File: src/rtl/approx_mult_pkg.sv
// Shared types/constants for the approximate multiplier pipeline.
// Mode encoding, default sizes and a saturating-add helper.
package approx_mult_pkg;

  typedef enum logic [1:0] {
    MODE_EXACT = 2'd0,
    MODE_TRUNC = 2'd1,
    MODE_OR    = 2'd2,
    MODE_CNT   = 2'd3
  } mode_e;

  localparam int DEF_WIDTH = 8;
  localparam int DEF_L     = 4;
  localparam int DEF_CNT_W = 32;

  // a + b, clamped to the all-ones value of a w-bit counter
  function automatic logic [63:0] sat_add(
    input logic [63:0] a,
    input logic [63:0] b,
    input int          w
  );
    logic [64:0] s;
    logic [64:0] m;
    s = {1'b0, a} + {1'b0, b};
    m = (65'd1 << w) - 65'd1;
    return (s > m) ? m[63:0] : s[63:0];
  endfunction

endpackage

File: src/rtl/approx_pp_gen.sv
// Partial-product generator: P_hi plus per-column OR/popcount of
// dropped bits. Ports: x,y in; p_hi, col_or, col_cnt (cols W..2W-2) out.
module approx_pp_gen
  import approx_mult_pkg::*;
#(
  parameter int WIDTH = DEF_WIDTH,
  parameter int L     = DEF_L,
  parameter int CW    = $clog2(L + 1)
) (
  input  logic [WIDTH-1:0]           x,
  input  logic [WIDTH-1:0]           y,
  output logic [2*WIDTH-1:0]         p_hi,
  output logic [WIDTH-2:0]           col_or,
  output logic [WIDTH-2:0][CW-1:0]   col_cnt
);

  localparam int PW = 2 * WIDTH;

  logic [PW-1:0] ye;
  logic [PW-1:0] xh;

  assign ye   = {{WIDTH{1'b0}}, y};
  assign xh   = {{(WIDTH + L){1'b0}}, x[WIDTH-1:L]};
  assign p_hi = (ye * xh) << L;

  // Column c here is weight c+WIDTH; row i lands there via y[c+WIDTH-i],
  // which only exists when i > c.
  for (genvar c = 0; c < WIDTH - 1; c++) begin : g_col
    logic [L-1:0] bits;
    for (genvar i = 0; i < L; i++) begin : g_row
      if (i > c) begin : g_on
        assign bits[i] = x[i] & y[c+WIDTH-i];
      end else begin : g_off
        assign bits[i] = 1'b0;
      end
    end
    assign col_or[c]  = |bits;
    assign col_cnt[c] = CW'($countones(bits));
  end

endmodule

File: src/rtl/approx_mult_pipe.sv
// Two-stage pipelined approximate multiplier with valid/ready.
// Optional error statistics when STATS_EN is defined.
module approx_mult_pipe
  import approx_mult_pkg::*;
#(
  parameter int WIDTH = DEF_WIDTH,
  parameter int L     = DEF_L,
  parameter int CNT_W = DEF_CNT_W
) (
  input  logic               clk,
  input  logic               rst,
  input  logic               in_valid,
  output logic               in_ready,
  input  logic [WIDTH-1:0]   x,
  input  logic [WIDTH-1:0]   y,
  input  logic [1:0]         mode,
  output logic               out_valid,
  input  logic               out_ready,
  output logic [2*WIDTH-1:0] z,
  output logic [CNT_W-1:0]   txn_count,
  output logic [CNT_W-1:0]   err_sum
);

  localparam int PW = 2 * WIDTH;
  localparam int CW = $clog2(L + 1);

  logic adv;
  assign adv      = !out_valid || out_ready;
  assign in_ready = adv;

  logic [PW-1:0]               pp_hi;
  logic [WIDTH-2:0]            pp_or;
  logic [WIDTH-2:0][CW-1:0]    pp_cnt;

  approx_pp_gen #(
    .WIDTH (WIDTH),
    .L     (L),
    .CW    (CW)
  ) u_pp (
    .x       (x),
    .y       (y),
    .p_hi    (pp_hi),
    .col_or  (pp_or),
    .col_cnt (pp_cnt)
  );

  logic                        s1_valid;
  mode_e                       s1_mode;
  logic [WIDTH-1:0]            s1_x;
  logic [WIDTH-1:0]            s1_y;
  logic [PW-1:0]               s1_hi;
  logic [WIDTH-2:0]            s1_or;
  logic [WIDTH-2:0][CW-1:0]    s1_cnt;

  always_ff @(posedge clk) begin
    if (rst) begin
      s1_valid <= 1'b0;
    end else if (adv) begin
      s1_valid <= in_valid;
      if (in_valid) begin
        s1_mode <= mode_e'(mode);
        s1_x    <= x;
        s1_y    <= y;
        s1_hi   <= pp_hi;
        s1_or   <= pp_or;
        s1_cnt  <= pp_cnt;
      end
    end
  end

  logic [PW-1:0] exact;
  logic [PW-1:0] or_term;
  logic [PW-1:0] z_nxt;
  logic [WIDTH-1:0][PW-1:0] cnt_acc;

  assign exact   = PW'(s1_x) * PW'(s1_y);
  // OR bit of column c already sits at weight c+WIDTH
  assign or_term = {1'b0, s1_or, {WIDTH{1'b0}}};

  assign cnt_acc[0] = '0;
  for (genvar c = 0; c < WIDTH - 1; c++) begin : g_cnt
    assign cnt_acc[c+1] = cnt_acc[c] + (PW'(s1_cnt[c]) << (c + WIDTH));
  end

  always_comb begin
    z_nxt = s1_hi;
    unique case (s1_mode)
      MODE_EXACT: z_nxt = exact;
      MODE_TRUNC: z_nxt = s1_hi;
      MODE_OR:    z_nxt = s1_hi + or_term;
      MODE_CNT:   z_nxt = s1_hi + cnt_acc[WIDTH-1];
    endcase
  end

  always_ff @(posedge clk) begin
    if (rst) begin
      out_valid <= 1'b0;
      z         <= '0;
    end else if (adv) begin
      out_valid <= s1_valid;
      if (s1_valid) z <= z_nxt;
    end
  end

`ifdef STATS_EN
  logic [PW-1:0] s2_exact;
  logic [PW-1:0] err;

  assign err = s2_exact - z;

  always_ff @(posedge clk) begin
    if (rst) begin
      s2_exact  <= '0;
      txn_count <= '0;
      err_sum   <= '0;
    end else begin
      if (adv && s1_valid) s2_exact <= exact;
      if (out_valid && out_ready) begin
        txn_count <= CNT_W'(sat_add(64'(txn_count), 64'd1, CNT_W));
        err_sum   <= CNT_W'(sat_add(64'(err_sum), 64'(err), CNT_W));
      end
    end
  end
`else
  assign txn_count = '0;
  assign err_sum   = '0;
`endif

endmodule

File: config.mk
export PLATFORM = sky130hd
export DESIGN_NAME = approx_mult_pipe
export DESIGN_NICKNAME = d
export VERILOG_FILES = /design/src/rtl/approx_mult_pkg.sv /design/src/rtl/approx_pp_gen.sv /design/src/rtl/approx_mult_pipe.sv
export SDC_FILE = /design/constraint.sdc
export NUM_CORES = 1
export LEC_CHECK = 0
export ABC_CLOCK_PERIOD_IN_PS = 5300
export CELL_PAD_IN_SITES_DETAIL_PLACEMENT = 0
export CELL_PAD_IN_SITES_GLOBAL_PLACEMENT = 2
export CORE_ASPECT_RATIO = 1.1
export CORE_MARGIN = 2
export CORE_UTILIZATION = 35
export CTS_BUF_LIST = sky130_fd_sc_hd__clkbuf_4
export DETAILED_ROUTE_END_ITERATION = 8
export PLACE_DENSITY_LB_ADDON = 0.1
export SYNTH_ARGS = -nofsm -noshare
export SYNTH_HDL_FRONTEND = slang
export SYNTH_SLANG_ARGS = --single-unit
export TNS_END_PERCENT = 50
File: constraint.sdc
create_clock -name clk -period 5.3 [get_ports clk]
set_clock_uncertainty 0.1 [all_clocks]
set_input_delay 1.06 -clock clk [delete_from_list [all_inputs] [get_ports clk]]
set_output_delay 1.06 -clock clk [all_outputs]
set_load 0.05 [all_outputs]
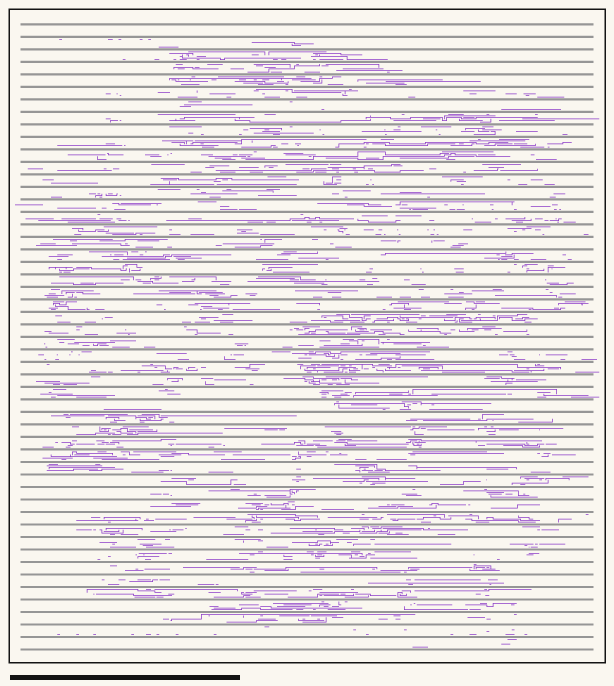
Run 1: met1 routing
The bar under the picture is 50 um long. Supply wires on this layer in grey.
longest straight run	46.5 um
wire length on this layer	6110 um
nets with wire on the layer	701
share of all routed wire	44%

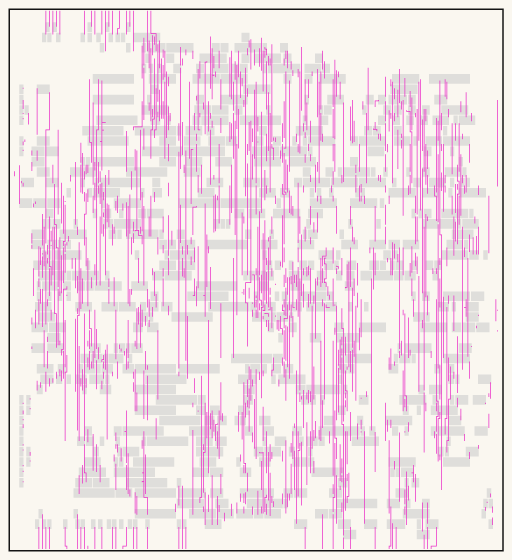
Run 1: the metal 2 layer
Cells faint in the background.
longest straight run	67.0 um
main direction	vertical
share of all routed wire	52%

==> ci_impl_report.md, run 1 <==
## Synthesis and layout report

| Metric | Value |
|---|---|
| Path category of the worst min-delay check | `register to register` |
| # hold bufs at CTS | `0` |
| Top cells by count | `and2_1, inv_1, ha_1` |
| FF+latch area | `1500 um^2` |
| Routed WL | `14000 um` |
| DR WL/cell | `15.4 um` |
| Post-cts sizing count | `0` |
| CP max-delay cell | `edfxtp_1` |
| Power density cells | `260 nW/um^2` |
| Port buffer count | `39` |
| Clock period minus worst slack | `roughly 4700 ps` |
| Synth top area share | `18.9%` |
| Setup TNS | `0 ps` |
| Post-CTS setup buffers | `0` |
| DP HPWL | `11300 um` |
| DIE AREA | `18300 um^2` |
| Layout Area Growth over Synthesis | `7.63%` |
| Commonest flop | `edfxtp_1` |
| Yosys cell count | `636` |
| Yosys stat area | `6050 um^2` |
| Slew @ Worst Pin | `around 1000 ps` |
| Fin. max-slew vios | `0` |
| Flops after synth | `56` |
| DR vias | `4190` |
| Mapped Cells | `636` |
| YS warnings | `0` |
| P_sw | `0.000773 W` |
| Core area | `17000 um^2` |
| Layout cell share with drive strength beyond 1 | `2.54%` |
| Wl on met1 | `6110 um` |
| Hold path start | `z[1]` |
| Register share of total power | `32.2%` |
| RSZ-0062 raised after global routing | `no` |
| Logic pwr share | `between 50% and 60%` |
| Logic cell area | `between 3000 and 4000 um^2` |
| Hold Fails Final Rpt | `0` |
| Reg2reg start | `s1_x[3]` |
| Clock share of power | `13.0%` |
| Peak supply drop | `0.125 mV` |
| Routed vias/inst | `4.63` |
| Synth area leaders | `edfxtp_1, fa_1, ha_1` |
| DR iter-0 viols | `152` |
| Cells along the critical path | `nand2_1, fa_1, fa_1, inv_1, fa_1, inv_1, fa_1, inv_1, ha_1, and3_1, a221oi_2, a21oi_1, o221ai_1, o311ai_1, a31oi_1` |
| WL met3 | `463 um` |
| Post-synthesis area per instance | `9.51 um^2` |
| Largest net degree at the start of global routing | `39` |
| Late-Pin Clk Latency | `450 ps` |
| Worst Setup Start Kind | `register` |
| Setup-failing EPs final | `0` |
| Die y size | `142 um` |
| Fp_density | `between 30% and 40%` |
| Maximum clock rate | `between 200 and 250 MHz` |
| Total grt overflow | `0` |
| Io pins | `104` |
| Final nets | `around 810` |
| Num Clock Sinks | `56` |
| Final worst setup slack | `560 ps` |
| ANT nets after route | `0` |
| Die W | `129 um` |
| Total CTS buffers | `5` |
| Crit path capture type | `register` |
| Initial antenna violation count | `1` |
| FF-to-FF setup slack | `560 ps` |
| Max Cap Viol | `0` |
| First-pass detailed-route iteration total | `4` |
| Fin crit share | `89.4%` |
| Slew headroom | `35.0%` |
| Status | `completed` |
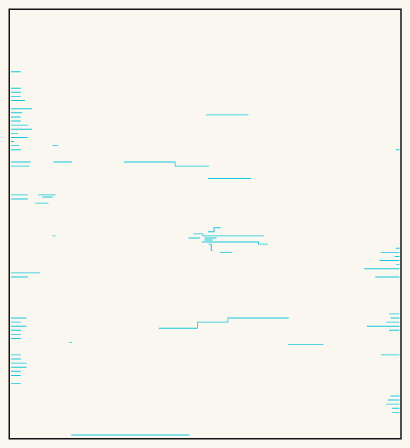
Run 1: M3 wires
longest straight run	38.9 um
wire length on this layer	463 um

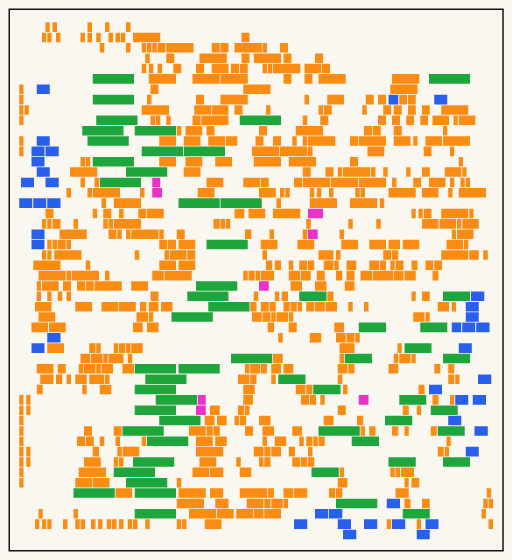
Run 1: cells coloured by class
class	colour	cells	share of their area
sequential cells	green	56	24%
clock drivers and dummy loads	magenta	8	0.99%
remaining buffers and delay cells	blue	41	6.5%
combinational and other logic	orange	565	68%

==> run 1: cell type report <==
cell class / instances / share of cell area, %
clock buffers: 5 / 0.577
well taps: 234 / 4.50
diodes: 1 / 0.0384
repair buffers: 41 / 6.23
clock inverters: 3 / 0.365
multi-input cells: 496 / 61.2
flip-flops and latches: 56 / 23.1
inverters: 69 / 3.98
==> run 1: stage by stage <==
step	hold WS, ps	total power (W)	util (%)	instances	cell area [um^2]
after global routing	379	0.00184	38.4	905	6510
after global placement	342	0.00150	38.0	896	6440
after detailed placement	347	0.00150	38.0	896	6440
after CTS	372	0.00173	38.4	904	6510
final	366	0.00169	38.4	905	6510
after floorplan	347	0.00130	-	699	6280
==> run 1: power groups by stage <==
stage | Sequential, W | Clock [W] | Combinational, W
6_report | 0.000545 | 0.000220 | 0.000928
2_1_floorplan | 0.000571 | 0 | 0.000727
3_3_place_gp | 0.000556 | 0 | 0.000944
3_5_place_dp | 0.000556 | 0 | 0.000944
4_1_cts | 0.000546 | 0.000236 | 0.000950
5_1_grt | 0.000551 | 0.000244 | 0.00104
==> run 1: flip-flops by register name, indices dropped and copies added, names as in the netlist <==
register   count
s1_x           8
s1_y           8
s1_cnt         6
s1_valid       1
s1_or          2
out_valid      1
z             16
s1_mode        2
s1_hi         12
==> run 1: tightest hold or removal path, stage by stage, from the launching register on <==
cell,delay [ps]
dfxtp_1,350
nand2_1,50
a21oi_1,50
==> run 1: metal layers <==
metal	vias to the layer above	global-route usage, %
met1	2039	20.0
met5	-	0
met2	90	27.5
met4	0	3.72
li1	2051	-
met3	10	2.26
==> run 1: how the worst max path moves through the flow <==
stage	start	end	slack, ps	cells after the start
finish	s1_x[3]	z[12]	560	15
floorplan	s1_y[7]	z[12]	960	15
detailed placement	x[7]	s1_hi[15]	400	12
global route	s1_y[7]	z[12]	320	15
CTS	s1_y[4]	z[11]	540	13
global placement	x[7]	s1_hi[15]	440	12
==> run 1: placed cells by master, fill, tap and decap left out, types with 25 or more instances in the layout <==
master           instances
a21oi_1                 25
and2_1                  69
clkdlybuf4s50_1         39
conb_1                  64
edfxtp_1                38
fa_1                    54
ha_1                    66
inv_1                   69
nand2_1                 59
nor2_1                  30
==> run 1: cell families (layout without fill, tap and decap cells) <==
logic type | count (synthesis) | count (layout) | synth area share (%)
mux | 7 | 7 | 1.18
xor+xnor | 20 | 20 | 2.90
simple gates | 200 | 200 | 16.9
fa+ha+maj | 120 | 120 | 31.5
buf+inv | 147 | 118 | 13.2
other cells | 1 | 65 | 0.0620
flops | 56 | 56 | 24.8
compound gates | 85 | 85 | 9.46
Run 1, track usage over the die:
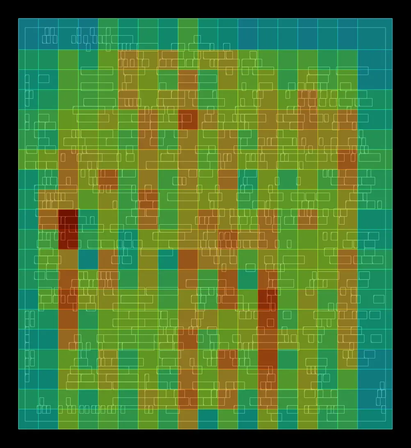

==> inputs of run 2 (changes only) <==
- ABC_AREA: not set -> 1
- CORE_UTILIZATION: 35 -> 32
- CTS_BUF_LIST: sky130_fd_sc_hd__clkbuf_4 -> sky130_fd_sc_hd__clkbuf_4 sky130_fd_sc_hd__clkbuf_8 sky130_fd_sc_hd__clkbuf_16
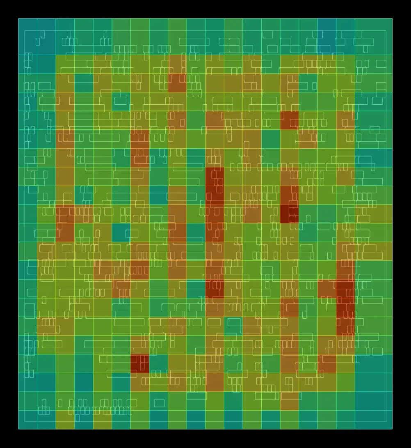
Run 2: track usage over the die
DR WL/cell: 14.2 um
grt met2 use: 29.2%
GRT Resource Usage Total: 15.9%
met1 usage: 19.5%
met3 Track Usage GR: 2.04%

==> run 2 against run 1 <==
  * Flip-flop count unchanged
  * Cell count rose by 19%
  * Design area grew 5.1%
  * Synthesized area increased by 4.5%
  * Non-clock buffer count decreased by 1
  * Critical endpoint is now z[14]
==> ci_impl_report.md, run 2 <==
## Synthesis and layout report

| Metric | Value |
|---|---|
| Status | `completed` |
| Layout Area Growth over Synthesis | `8.24%` |
| Routed WL | `15400 um (+9.9%)` |
| ANT nets after route | `0 (unchanged)` |
| Regs by FF count | `z (16), s1_hi (12)` |
| Top cells by count | `nand2_1, inv_1, ha_1` |
| Post-cts sizing count | `0 (unchanged)` |
| Max Cap Viol | `0 (unchanged)` |
| Reg2reg start | `s1_x[3]` |
| Most common cell in the netlist | `nand2_1` |
| Maximum clock rate | `230 MHz (+9.0%)` |
| Top reg by flops | `z` |
| Reg2reg path depth | `15` |
| Routed vias/inst | `4.41 (-4.9%)` |
| Power density cells | `273 nW/um^2 (+4.9%)` |
| Critical path class | `register to register` |
| Io pins | `104 (unchanged)` |
| Mapped Cells | `810 (+27%)` |
| Crit path capture type | `register` |
| Stages on worst setup path | `15 (unchanged)` |
| Post-synth ARST share | `0%` |
| Synth top area share | `18.1% (-0.81 points)` |
| Most used cell, CP | `fa_1` |
| Post-CTS setup buffers | `0 (unchanged)` |
| Peak supply drop | `0.125 mV (+0.18%)` |
| Yosys stat area | `6320 um^2 (+4.5%)` |
| Cells along the critical path | `nand2_1, fa_1, fa_1, inv_1, fa_1, inv_1, fa_1, inv_1, ha_1, nand2_1, nor2_1, nand3_1, nand4_1, nand3_1, a21oi_1` |
| Flops after synth | `56 (unchanged)` |
| Compound-Gate Fraction of Synth Area | `5.80% (-3.7 points)` |
| Fin Hold WS | `376 ps (+10.1 ps)` |
| Simple share | `18.7% (+1.8 points)` |
| Largest net degree at the start of global routing | `32 (-18%)` |
| Dominant combinational family | `adder cells` |
| Slew headroom | `32.2% (-2.7 points)` |
| Worst Setup Start Kind | `register` |
| Setup-failing EPs final | `0 (unchanged)` |
| FF-to-FF setup slack | `950 ps (+390 ps)` |
| Number of flip-flops in the largest register | `16 (unchanged)` |
| Placer Congestion | `0.807` |
| Port buffer count | `39 (unchanged)` |
| XOR/XNOR Area Share | `1.80% (-1.1 points)` |
| Synth area leaders | `edfxtp_1, fa_1, ha_1` |
| Most used logic cell in the final layout | `nand2_1` |
| DR vias | `4753 (+13%)` |
| DIE AREA | `20900 um^2 (+14%)` |
| Fin. max-slew vios | `0 (unchanged)` |
| Setup TNS | `0 ps (unchanged)` |
| Total grt overflow | `0 (unchanged)` |
| # hold bufs at CTS | `0 (unchanged)` |
| Synth area leader | `edfxtp_1` |
| Fin crit share | `82.0% (-7.4 points)` |
| Slew @ Worst Pin | `1010 ps (+38.5 ps)` |
| YS warnings | `0 (unchanged)` |
| Critical path origin | `s1_x[3]` |
| Fp_density | `32.9% (-2.8 points)` |
| Post-synthesis area per instance | `7.80 um^2 (-18%)` |
| Late-Pin Clk Latency | `320 ps (-130 ps)` |
| Logic cell area | `3810 um^2 (-4.3%)` |
| First-pass detailed-route iteration total | `4 (unchanged)` |
| FF+latch area | `1500 um^2 (unchanged)` |
| Initial antenna violation count | `0 (-1)` |
| Die y size | `151 um (+6.7%)` |
| Layout cell share with drive strength beyond 1 | `2.76% (+0.23 points)` |
| Layout Cells excl Fill | `1079 (+19%)` |
| Worst Setup EP | `z[14]` |
| DR iter-0 viols | `200 (+32%)` |
| Die W | `138 um (+6.7%)` |
| Adder share | `30.2% (-1.4 points)` |
| Largest delay share family, worst path | `adder cells` |
| Core area | `19200 um^2 (+13%)` |
| Commonest flop | `edfxtp_1` |
| RSZ-0062 raised after global routing | `no` |
| Top Layout Cells | `nand2_1, inv_1, ha_1` |
| Final nets | `973 (+20%)` |
| Total CTS buffers | `5 (unchanged)` |
| CP max-delay cell | `edfxtp_1` |
| Netlist Area Pre-Place | `6320 um^2` |
| Path category of the worst min-delay check | `register to register` |
| N_diodes | `0 (-1)` |
| Yosys cell count | `810 (+27%)` |
| DP HPWL | `12700 um (+12%)` |
| H-Tree Depth | `2` |
| Hold Fails Final Rpt | `0 (unchanged)` |
| Num Clock Sinks | `56 (unchanged)` |
| Clock period minus worst slack | `4350 ps (-393 ps)` |
| Placed Instances | `1071 (+20%)` |
| Mux share | `0% (-1.2 points)` |
## run 2: netlist changes by cell type in the layout (fill, tap and decap cells not counted), sizes merged, moves of 6 or more
cell   previous run  this run
nand3             9        40
nor3              9         0
mux2i             6         0
inv              72       181
a21oi            26        41
nand2            59       203
xnor2            16         5
and2             69         0
## run 2: per-stage QoR
step	worst slack (ps)	power (W)	area, um^2	utilization, %
finish	953	0.00187	6840	35.6
global route	649	0.00205	6840	35.6
detailed placement	797	0.00153	6690	34.8
floorplan	1310	0.00132	6560	-
CTS	923	0.00190	6840	35.6
global placement	821	0.00154	6690	34.8
## run 2: area by class of cell
type,count,area share [%]
clock buffers,5,1.83
clock inverters,3,0.348
inverters,178,9.77
multi-input cells,550,55.8
flip-flops and latches,56,21.9
well taps,247,4.52
repair buffers,40,5.82
## run 2: worst min-delay path by stage
| stage | from | endpoint | slack [ps] |
|---|---|---|---|
| 5_1_grt | s1_valid | s1_valid | 390 |
| 4_1_cts | s1_valid | s1_valid | 370 |
| 2_1_floorplan | s1_valid | s1_valid | 340 |
| 6_report | s1_valid | s1_valid | 380 |
| 3_3_place_gp | s1_valid | s1_valid | 350 |
| 3_5_place_dp | s1_valid | s1_valid | 360 |
## run 2: per-layer routing
metal	routed length, um	up-vias	track usage [%]	part of all wire, %
li1	-	2377	-	-
met1	6760	2266	19.5	44
met2	7960	97	29.2	52
met3	433	13	2.04	2.8
met4	213	0	3.88	1.4
met5	0	-	0	0
## run 2: logic make-up after synthesis
family          Yosys count
compound gates           68
xor+xnor                 13
fa+ha+maj               120
buf+inv                 267
flops                    56
other cells               1
simple gates            285
## run 2: tightest hold or removal path, delay by kind of cell, from the launching register on
kind             cells  cell delay (ps)
AND-OR/OR-AND        1               50
flip-flops           1              320
AND/OR/NAND/NOR      1               60
## run 2: power breakdown
part	leakage (nW)	total, W	switching (W)	internal [W]
registers	0.508	0.000545	0.0000367	0.000508
logic	3.25	0.000960	0.000636	0.000324
clock network	0.0766	0.000362	0.000182	0.000180
Run 2, cells coloured by class:
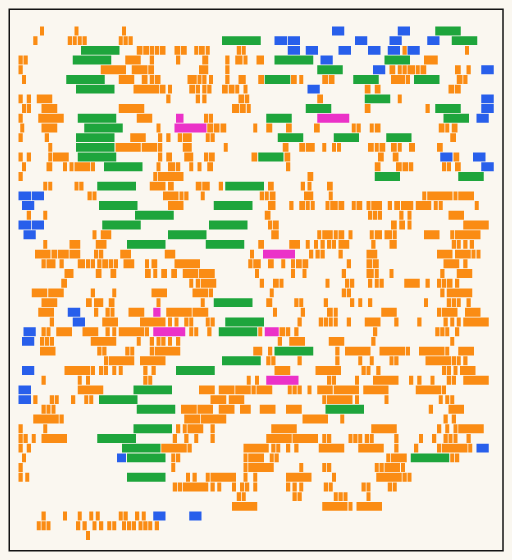

==> inputs of run 3 (changes only) <==
- ABC_CLOCK_PERIOD_IN_PS: 5300 -> 4100
- clock period: 5.3 -> 4.1 ns (I/O delays scaled with it)
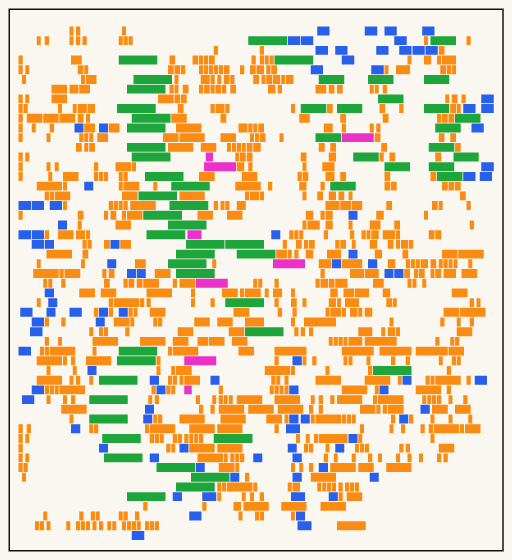
Run 3: cells coloured by class
class	colour	cells	share of their area
sequential cells	green	56	21%
remaining buffers and delay cells	blue	96	12%
clock drivers and dummy loads	magenta	8	2.1%
combinational and other logic	orange	728	65%

==> run 3 against run 2 <==
  * Hold slack worse by 10 ps
  * Global-route usage about the same
  * Count of clock-buffer cells in the layout did not move
  * Design area rose by 9.7%
  * Critical path depth rose by 3
==> ci_impl_report.md, run 3 <==
## Synthesis and layout report

| Metric | Value |
|---|---|
| GRT Resource Usage Total | `15.9% (-0.016 points)` |
| Clock period minus worst slack | `4020 ps (-328 ps)` |
| Largest net degree at the start of global routing | `37 (+16%)` |
| Total grt overflow | `0 (unchanged)` |
| Synth area leader | `edfxtp_1` |
| Slew @ Worst Pin | `776 ps (-238 ps)` |
| Status | `completed` |
| Post-synth seq share | `a little under a quarter` |
| Die y size | `151 um (unchanged)` |
| Flops after synth | `56 (unchanged)` |
| Yosys stat area | `6320 um^2 (unchanged)` |
| Setup TNS | `0 ps (unchanged)` |
| Worst Setup Start Kind | `register` |
| DR WL/cell | `13.8 um (-2.9%)` |
| Post-synthesis area per instance | `7.80 um^2 (unchanged)` |
| Hold path start | `s1_valid` |
| Top reg by flops | `z` |
| RSZ-0062 raised after global routing | `yes` |
| Fp_density | `32.9% (unchanged)` |
| Fin crit share | `98.0% (+16 points)` |
| Peak supply drop | `0.175 mV (+40%)` |
| Path category of the worst min-delay check | `register to register` |
| # hold bufs at CTS | `0 (unchanged)` |
| Top cells by count | `nand2_1, inv_1, ha_1` |
| Std-Cell Rows | `53` |
| Commonest flop | `edfxtp_1` |
| Most used logic cell in the final layout | `nand2_1` |
| Reg2reg start | `s1_x[3]` |
| Reg2reg path depth | `18 (+3)` |
| Late-Pin Clk Latency | `310 ps (about the same)` |
| Fin Hold WS | `366 ps (-10.2 ps)` |
| Routed vias/inst | `4.41 (about the same)` |
| First-pass detailed-route iteration total | `5 (+1)` |
| Total CTS buffers | `5 (unchanged)` |
| Critical path class | `register to register` |
| Number of flip-flops in the largest register | `16 (unchanged)` |
| Crit path capture type | `register` |
| YS warnings | `0 (unchanged)` |
| DP HPWL | `13200 um (+4.0%)` |
| Hold Fails Final Rpt | `0 (unchanged)` |
| DIE AREA | `20900 um^2 (unchanged)` |
| Top Layout Cells | `nand2_1, inv_1, conb_1` |
| Post-synthesis cell type count | `33` |
| Filler Cells Inserted | `2005` |
| Yosys cell count | `810 (unchanged)` |
| Io pins | `104 (unchanged)` |
| Die W | `138 um (unchanged)` |
| Slew headroom | `48.2% (+16 points)` |
| Maximum clock rate | `249 MHz (+8.2%)` |
| Final nets | `1029 (+5.8%)` |
| H-Tree Depth | `2 (unchanged)` |
| ANT nets after route | `0 (unchanged)` |
| DR iter-0 viols | `219 (+9.5%)` |
| Routed WL | `15700 um (+2.2%)` |
| Post-synth ARST share | `0% (unchanged)` |
| Num Clock Sinks | `56 (unchanged)` |
| Layout cell share with drive strength beyond 1 | `14.6% (+12 points)` |
| Netlist Area Pre-Place | `6320 um^2 (unchanged)` |
| Max Cap Viol | `0 (unchanged)` |
| Setup-failing EPs final | `0 (unchanged)` |
| Placer Congestion | `0.829 (+2.7%)` |
| Layout Area Growth over Synthesis | `18.8%` |
| Mapped Cells | `810 (unchanged)` |
| Residual DRC count | `0` |
| N_diodes | `0 (unchanged)` |
[run 3: cell counts after synthesis]
Identical to the previous run, type by type.
[run 3: worst paths after layout]
path | endpoint | slack [ps]
worst min-delay path | s1_valid | 370
worst max-delay path | z[10] | 80
worst min register to register | s1_valid | 370
worst max register to register | z[10] | 80
[run 3: cell type report]
| cell class | instances | area, um^2 | share of cell area (%) |
|---|---|---|---|
| timing repair buffer | 96 | 833 | 11.1 |
| clock buffer | 5 | 125 | 1.67 |
| sequential | 56 | 1500 | 20.0 |
| inverter | 178 | 668 | 8.90 |
| tap | 247 | 309 | 4.12 |
| clock inverter | 3 | 23.8 | 0.317 |
| multi-input combinational | 550 | 4050 | 53.9 |
[run 3: metrics by stage]
stage	worst slack [ps]	util [%]	area, um^2	instances
after global routing	-74.5	39.0	7510	1135
after CTS	2.47	38.2	7340	1134
after global placement	-256	36.6	7030	1116
after detailed placement	-199	36.6	7030	1116
after floorplan	112	-	6560	873
final	81.2	39.0	7510	1135
[run 3: where the power goes]
group	internal [W]	switching, W	leakage [nW]
Clock	0.000232	0.000217	0.0766
Sequential	0.000656	0.0000366	0.508
Combinational	0.000657	0.00100	3.55
Total	0.00155	0.00125	4.14
[run 3: repair_timing]
| item | in CTS | in global routing |
|---|---|---|
| setup buffers | 10 | 1 |
| resized | 18 | 47 |
| pin swaps | 24 | 35 |
| endpoints found under the setup margin | 9 | 10 |
| hold endpoints to repair | 0 | 0 |
[run 3: logic make-up (layout without fill, tap and decap cells)]
group                      after synthesis  in the layout  share of synthesized area [%]
xor gates and xnor gates                13             13                           1.80
AOI/OAI and AO/OA                       68             68                           5.80
and+or+nand+nor                        285            285                           18.7
other                                    1             64                         0.0593
adders and majority gates              120            120                           30.2
buffers and inverters                  267            282                           19.7
DFF                                     56             56                           23.8
[run 3: layer usage]
layer | track usage, % | vias to the layer above | wire [um]
met5 | 0 | - | 0
met4 | 3.27 | 0 | 146
met3 | 1.67 | 9 | 409
met2 | 29.4 | 88 | 8250
met1 | 19.7 | 2401 | 6910
li1 | - | 2502 | -
[run 3: worst max-delay path, cell delays in order, from the launching register on]
cell and delay [ps]:
edfxtp_1 550, buf_6 190, nand2_1 50, inv_1 60, fa_2 360, fa_1 470, fa_1 560, inv_1 50
fa_1 490, inv_2 50, ha_4 260, nand2_1 80, nand2_2 70, nand2_2 70, nand2_2 60, a21oi_2 150
xnor2_2 140, nand2_1 70, a21oi_1 130
No activity file was given, so power comes from the tool's default toggle rates.
